$ cat src/rtl/tmds_channel_rx_pkg.sv
// Shared definitions for the TMDS receive channel: control-token codes and
// alignment FSM state encodings.
package tmds_channel_rx_pkg;

  localparam logic [9:0] TOK_C00 = 10'b1101010100;
  localparam logic [9:0] TOK_C01 = 10'b0010101011;  // c0=1, c1=0
  localparam logic [9:0] TOK_C10 = 10'b0101010100;  // c0=0, c1=1
  localparam logic [9:0] TOK_C11 = 10'b1010101011;

  typedef enum logic [1:0] {
    SEARCH = 2'd0,
    VERIFY = 2'd1,
    LOCKED = 2'd2
  } rx_state_t;

  function automatic logic [3:0] next_offset(input logic [3:0] off);
    return (off == 4'd9) ? 4'd0 : off + 4'd1;
  endfunction

endpackage

$ cat src/rtl/tmds_decode_word.sv
// Combinational TMDS word decoder: flags control tokens (with their c1/c0 code)
// and undoes the transition-minimising 8b/10b data encoding.
module tmds_decode_word
  import tmds_channel_rx_pkg::*;
(
  input  logic [9:0] q,
  output logic       is_token,
  output logic [1:0] c,
  output logic [7:0] d
);

  logic [7:0] t;

  always_comb begin
    is_token = 1'b1;
    c        = 2'b00;
    case (q)
      TOK_C00: c = 2'b00;
      TOK_C01: c = 2'b01;
      TOK_C10: c = 2'b10;
      TOK_C11: c = 2'b11;
      default: is_token = 1'b0;
    endcase
  end

  // q[9] marks an inverted payload, q[8] selects XOR versus XNOR chaining.
  always_comb begin
    t    = q[9] ? ~q[7:0] : q[7:0];
    d    = 8'h00;
    d[0] = t[0];
    for (int i = 1; i < 8; i++) begin
      d[i] = q[8] ? (t[i] ^ t[i-1]) : ~(t[i] ^ t[i-1]);
    end
  end

endmodule

$ cat src/rtl/tmds_channel_rx.sv
// One TMDS receive channel: finds the 10-bit word boundary by hunting for
// control tokens, then registers decoded data or control bits.
//
// state  | meaning
// SEARCH | hunting for any control token at the current bit offset
// VERIFY | counting consecutive identical tokens before declaring lock
// LOCKED | aligned; decoding words and watching for token starvation
module tmds_channel_rx
  import tmds_channel_rx_pkg::*;
#(
  parameter int SEARCH_CYCLES = 2048,
  parameter int LOCK_TOKENS   = 8,
  parameter int LOSS_CYCLES   = 4096
) (
  input  logic       clk,
  input  logic       rst,
  input  logic [9:0] raw_in,
  input  logic       realign,
  output logic [7:0] d_out,
  output logic       c0,
  output logic       c1,
  output logic       de_out,
  output logic       locked,
  output logic [3:0] bit_offset
);

  localparam int CYC_W = $clog2(SEARCH_CYCLES);
  localparam int TOK_W = $clog2(LOCK_TOKENS);
  localparam int GAP_W = $clog2(LOSS_CYCLES);

  rx_state_t        state;
  logic [9:0]       raw_r;
  logic [9:0]       raw_rr;
  logic [9:0]       aligned;
  logic [CYC_W-1:0] cyc_cnt;
  logic [TOK_W-1:0] tok_cnt;
  logic [GAP_W-1:0] gap_cnt;
  logic [1:0]       ref_tok;
  logic             is_token;
  logic [1:0]       tok_c;
  logic [7:0]       dec_d;

  // raw_rr holds the older word, so the window reads earliest bit first from bit 0.
  assign aligned = 10'({raw_r, raw_rr} >> bit_offset);

  tmds_decode_word u_decode (
    .q        (aligned),
    .is_token (is_token),
    .c        (tok_c),
    .d        (dec_d)
  );

  always_ff @(posedge clk) begin
    if (rst) begin
      state      <= SEARCH;
      raw_r      <= '0;
      raw_rr     <= '0;
      cyc_cnt    <= '0;
      tok_cnt    <= '0;
      gap_cnt    <= '0;
      ref_tok    <= '0;
      bit_offset <= '0;
      locked     <= 1'b0;
      d_out      <= '0;
      c0         <= 1'b0;
      c1         <= 1'b0;
      de_out     <= 1'b0;
    end else begin
      raw_r  <= raw_in;
      raw_rr <= raw_r;

      if (state == LOCKED && is_token) begin
        de_out <= 1'b0;
        d_out  <= '0;
        c0     <= tok_c[0];
        c1     <= tok_c[1];
      end else if (state == LOCKED) begin
        de_out <= 1'b1;
        d_out  <= dec_d;
      end else begin
        de_out <= 1'b0;
        d_out  <= '0;
      end

      if (realign) begin
        state   <= SEARCH;
        locked  <= 1'b0;
        cyc_cnt <= '0;
      end else begin
        case (state)
          SEARCH: begin
            if (is_token) begin
              state   <= VERIFY;
              tok_cnt <= TOK_W'(1);
              ref_tok <= tok_c;
            end else if (cyc_cnt == CYC_W'(SEARCH_CYCLES - 1)) begin
              cyc_cnt    <= '0;
              bit_offset <= next_offset(bit_offset);
            end else begin
              cyc_cnt <= cyc_cnt + CYC_W'(1);
            end
          end
          VERIFY: begin
            if (!is_token) begin
              state   <= SEARCH;
              cyc_cnt <= '0;
            end else if (tok_c != ref_tok) begin
              tok_cnt <= TOK_W'(1);
              ref_tok <= tok_c;
            end else if (tok_cnt == TOK_W'(LOCK_TOKENS - 1)) begin
              state   <= LOCKED;
              locked  <= 1'b1;
              gap_cnt <= '0;
            end else begin
              tok_cnt <= tok_cnt + TOK_W'(1);
            end
          end
          LOCKED: begin
            if (is_token) begin
              gap_cnt <= '0;
            end else if (gap_cnt == GAP_W'(LOSS_CYCLES - 1)) begin
              state   <= SEARCH;
              locked  <= 1'b0;
              cyc_cnt <= '0;
            end else begin
              gap_cnt <= gap_cnt + GAP_W'(1);
            end
          end
          default: begin
            state  <= SEARCH;
            locked <= 1'b0;
          end
        endcase
      end
    end
  end

endmodule
$ cat config.mk
export PLATFORM = sky130hd
export DESIGN_NAME = tmds_channel_rx
export DESIGN_NICKNAME = d
export VERILOG_FILES = /design/src/rtl/tmds_channel_rx_pkg.sv /design/src/rtl/tmds_decode_word.sv /design/src/rtl/tmds_channel_rx.sv
export SDC_FILE = /design/constraint.sdc
export NUM_CORES = 1
export LEC_CHECK = 0
export ABC_AREA = 0
export CAP_MARGIN = 20
export CELL_PAD_IN_SITES_DETAIL_PLACEMENT = 0
export CELL_PAD_IN_SITES_GLOBAL_PLACEMENT = 1
export CORE_MARGIN = 3
export CORE_UTILIZATION = 41
export DETAILED_ROUTE_END_ITERATION = 16
export GPL_TIMING_DRIVEN = 0
export PLACE_DENSITY = 0.76
export SYNTH_ARGS = -nofsm -noshare
export SYNTH_HDL_FRONTEND = slang
export SYNTH_SLANG_ARGS = --single-unit
$ cat constraint.sdc
create_clock -name clk -period 3.3 [get_ports clk]
set_input_delay 0.99 -clock clk [delete_from_list [all_inputs] [get_ports clk]]
set_output_delay 0.99 -clock clk [all_outputs]
set_load 0.02 [all_outputs]
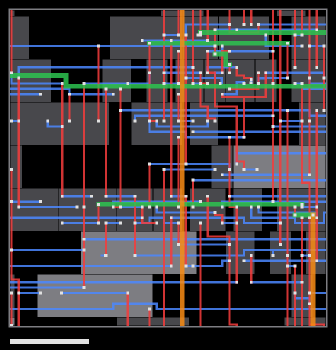
Fig. 1. Zoomed window.
The bar under the picture is 5 microns long. Region (42, 62) to (62, 82) microns. Cells in grey, sequential cells in the stronger grey; small squares are vias.
- orange: met4
- red: met2
- green: met3
- blue: met1
- sequential cells in the window: 3
- cells with their middle in the window: 30
- netlist names of flops here include: `state` (2), `tok_cnt` (1)
- most frequent: a21oi_1 (5), nor2_1 (4), dfxtp_1 (3)

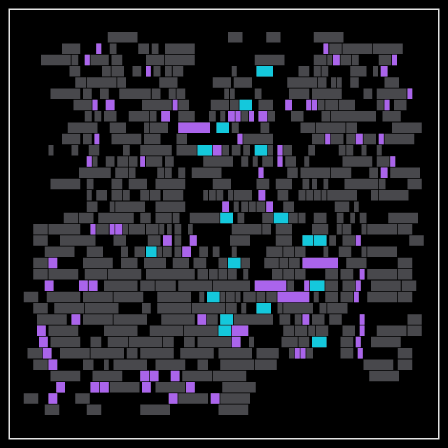
Fig. 2. Gate families picked out.
- cyan: AND-OR and OR-AND gates (cells 17; most used a22o_1)
- purple: NOR gates (cells 81; most used nor2_1; where widely spread)
combinational share of cell area: 52.0%
final non-filler cell total: 605

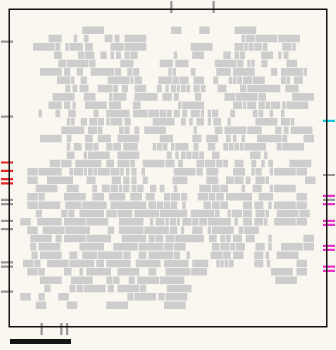
Fig. 3. I/O pins on the die edge.
The bar under the picture is 20 microns long. Pins as bars across the die edge, other pins in grey.
- red: `bit_offset` (pins 4; direction output; edge west)
- magenta: `d_out` (pins 8; direction output; edge east)
- cyan: `c0` (pins 1; direction output; edge east)
- all pins by edge: 13 west, 11 east, 3 south, 2 north
Die Ht: 103 microns
chip width: 103 microns
# port buffers: 27

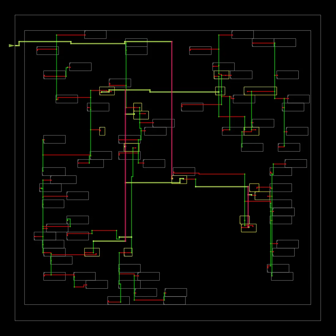
Fig. 4. Clock wiring as the flow saved it.
Num Clock Sinks: 66
clock latency on the worst-skew pair: 0.36 ns

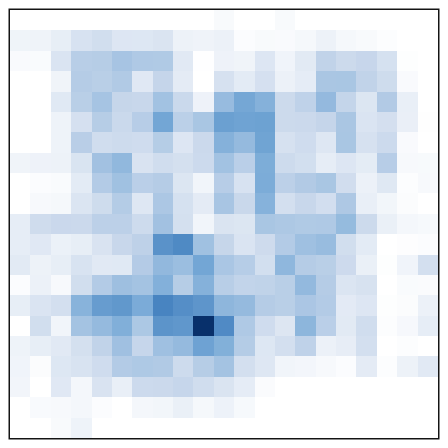
Fig. 5. Routed metal per tile.
The die is cut into 21 by 21 equal tiles; white is low, dark blue is high, scaled to the fullest tile. Values are wire area over tile area, all layers added.
- mean over tiles: 0.15
- fullest tile: 0.82
- emptiest ninth of the die: south-east
total track usage: 19.3%
WL/cell: 16.3 microns
final wirelength: 9850 microns

[state kept, by name, indices dropped and copies added (netlist names)]
name        count
bit_offset      4
c0              1
c1              1
cyc_cnt        11
d_out           8
de_out          1
gap_cnt        12
locked          1
raw_r          10
raw_rr         10
ref_tok         2
state           2
tok_cnt         3
[per-stage QoR]
stage / area, sq um / setup WS (ns) / cells / util [%]
2_1_floorplan: 3910 / -0.0425 / 424 / -
3_3_place_gp: 4320 / -0.329 / 559 / 48.3
3_5_place_dp: 4320 / -0.337 / 559 / 48.3
4_1_cts: 4860 / -0.166 / 596 / 54.4
5_1_grt: 5090 / -0.277 / 605 / 56.9
6_report: 5090 / -0.144 / 605 / 56.9
[Yosys cell counts, types with 3 or more instances]
cell type / n / area share, %
dfxtp_1: 66 / 34
nor2_1: 38 / 3.7
a21oi_1: 28 / 3.6
nor2b_1: 25 / 4.0
nand2_1: 24 / 2.3
mux4_2: 21 / 12
nand3_1: 20 / 2.6
o21ai_0: 14 / 1.8
xnor2_1: 14 / 3.2
clkbuf_1: 12 / 1.2
inv_1: 12 / 1.2
nor3_1: 12 / 1.6
o31ai_1: 10 / 1.9
and3_1: 9 / 1.5
nand3b_1: 9 / 1.7
or3_1: 9 / 1.5
mux2i_1: 8 / 2.1
ha_1: 7 / 2.3
nand2b_1: 6 / 0.97
xor2_1: 6 / 1.4
buf_2: 5 / 0.65
a22o_1: 4 / 0.91
a31oi_1: 4 / 0.65
and2_1: 4 / 0.65
nor4_1: 4 / 0.65
or2_2: 4 / 0.65
a31o_2: 3 / 0.68
and4_1: 3 / 0.68
buf_6: 3 / 0.87
nand4_1: 3 / 0.49
==> results.cfg <==
; implementation run metrics
[sta]
timing.final.crit_share_pct = 104
finalSetupViolations = 14
finalWorstSetupSlack_ns = -0.144
timing.final.hold_violations = 0
whs_ns = 0.461
tightest_slew_ns = 0.809

[layout]
num-multi-input-gates = 321

[grt]
use_met3_pct = 4.87
grt_max_degree = 14
antenna_found_initial = 0

[floorplan]
rows = 34
coreArea_sq_um = 8930

[worst_setup_path]
cp.depth = 11
regToRegSetupSlack_ns = -0.14
crit_fanout = 5

[power_and_ir_drop]
powerSeq_uw = 825
ir_drop_mv = 0.218

[clock_network]
cts_tree = built
clk_pin_slew_ns = 0.08

[synth]
ys_types = 61
synthXorXnorAreaFrac_pct = 4.53
synth_flops = 66
simple_gate_area_share_pct = 24.5
syn_area_per_cell_sq_um = 9.13

[outcome]
outcome = complete, but fails checks
violations = setup timing

[drt]
wl_met3_microns = 483
postRouteAntennaNets = 0

[place]
place_hpwl_microns = 6640
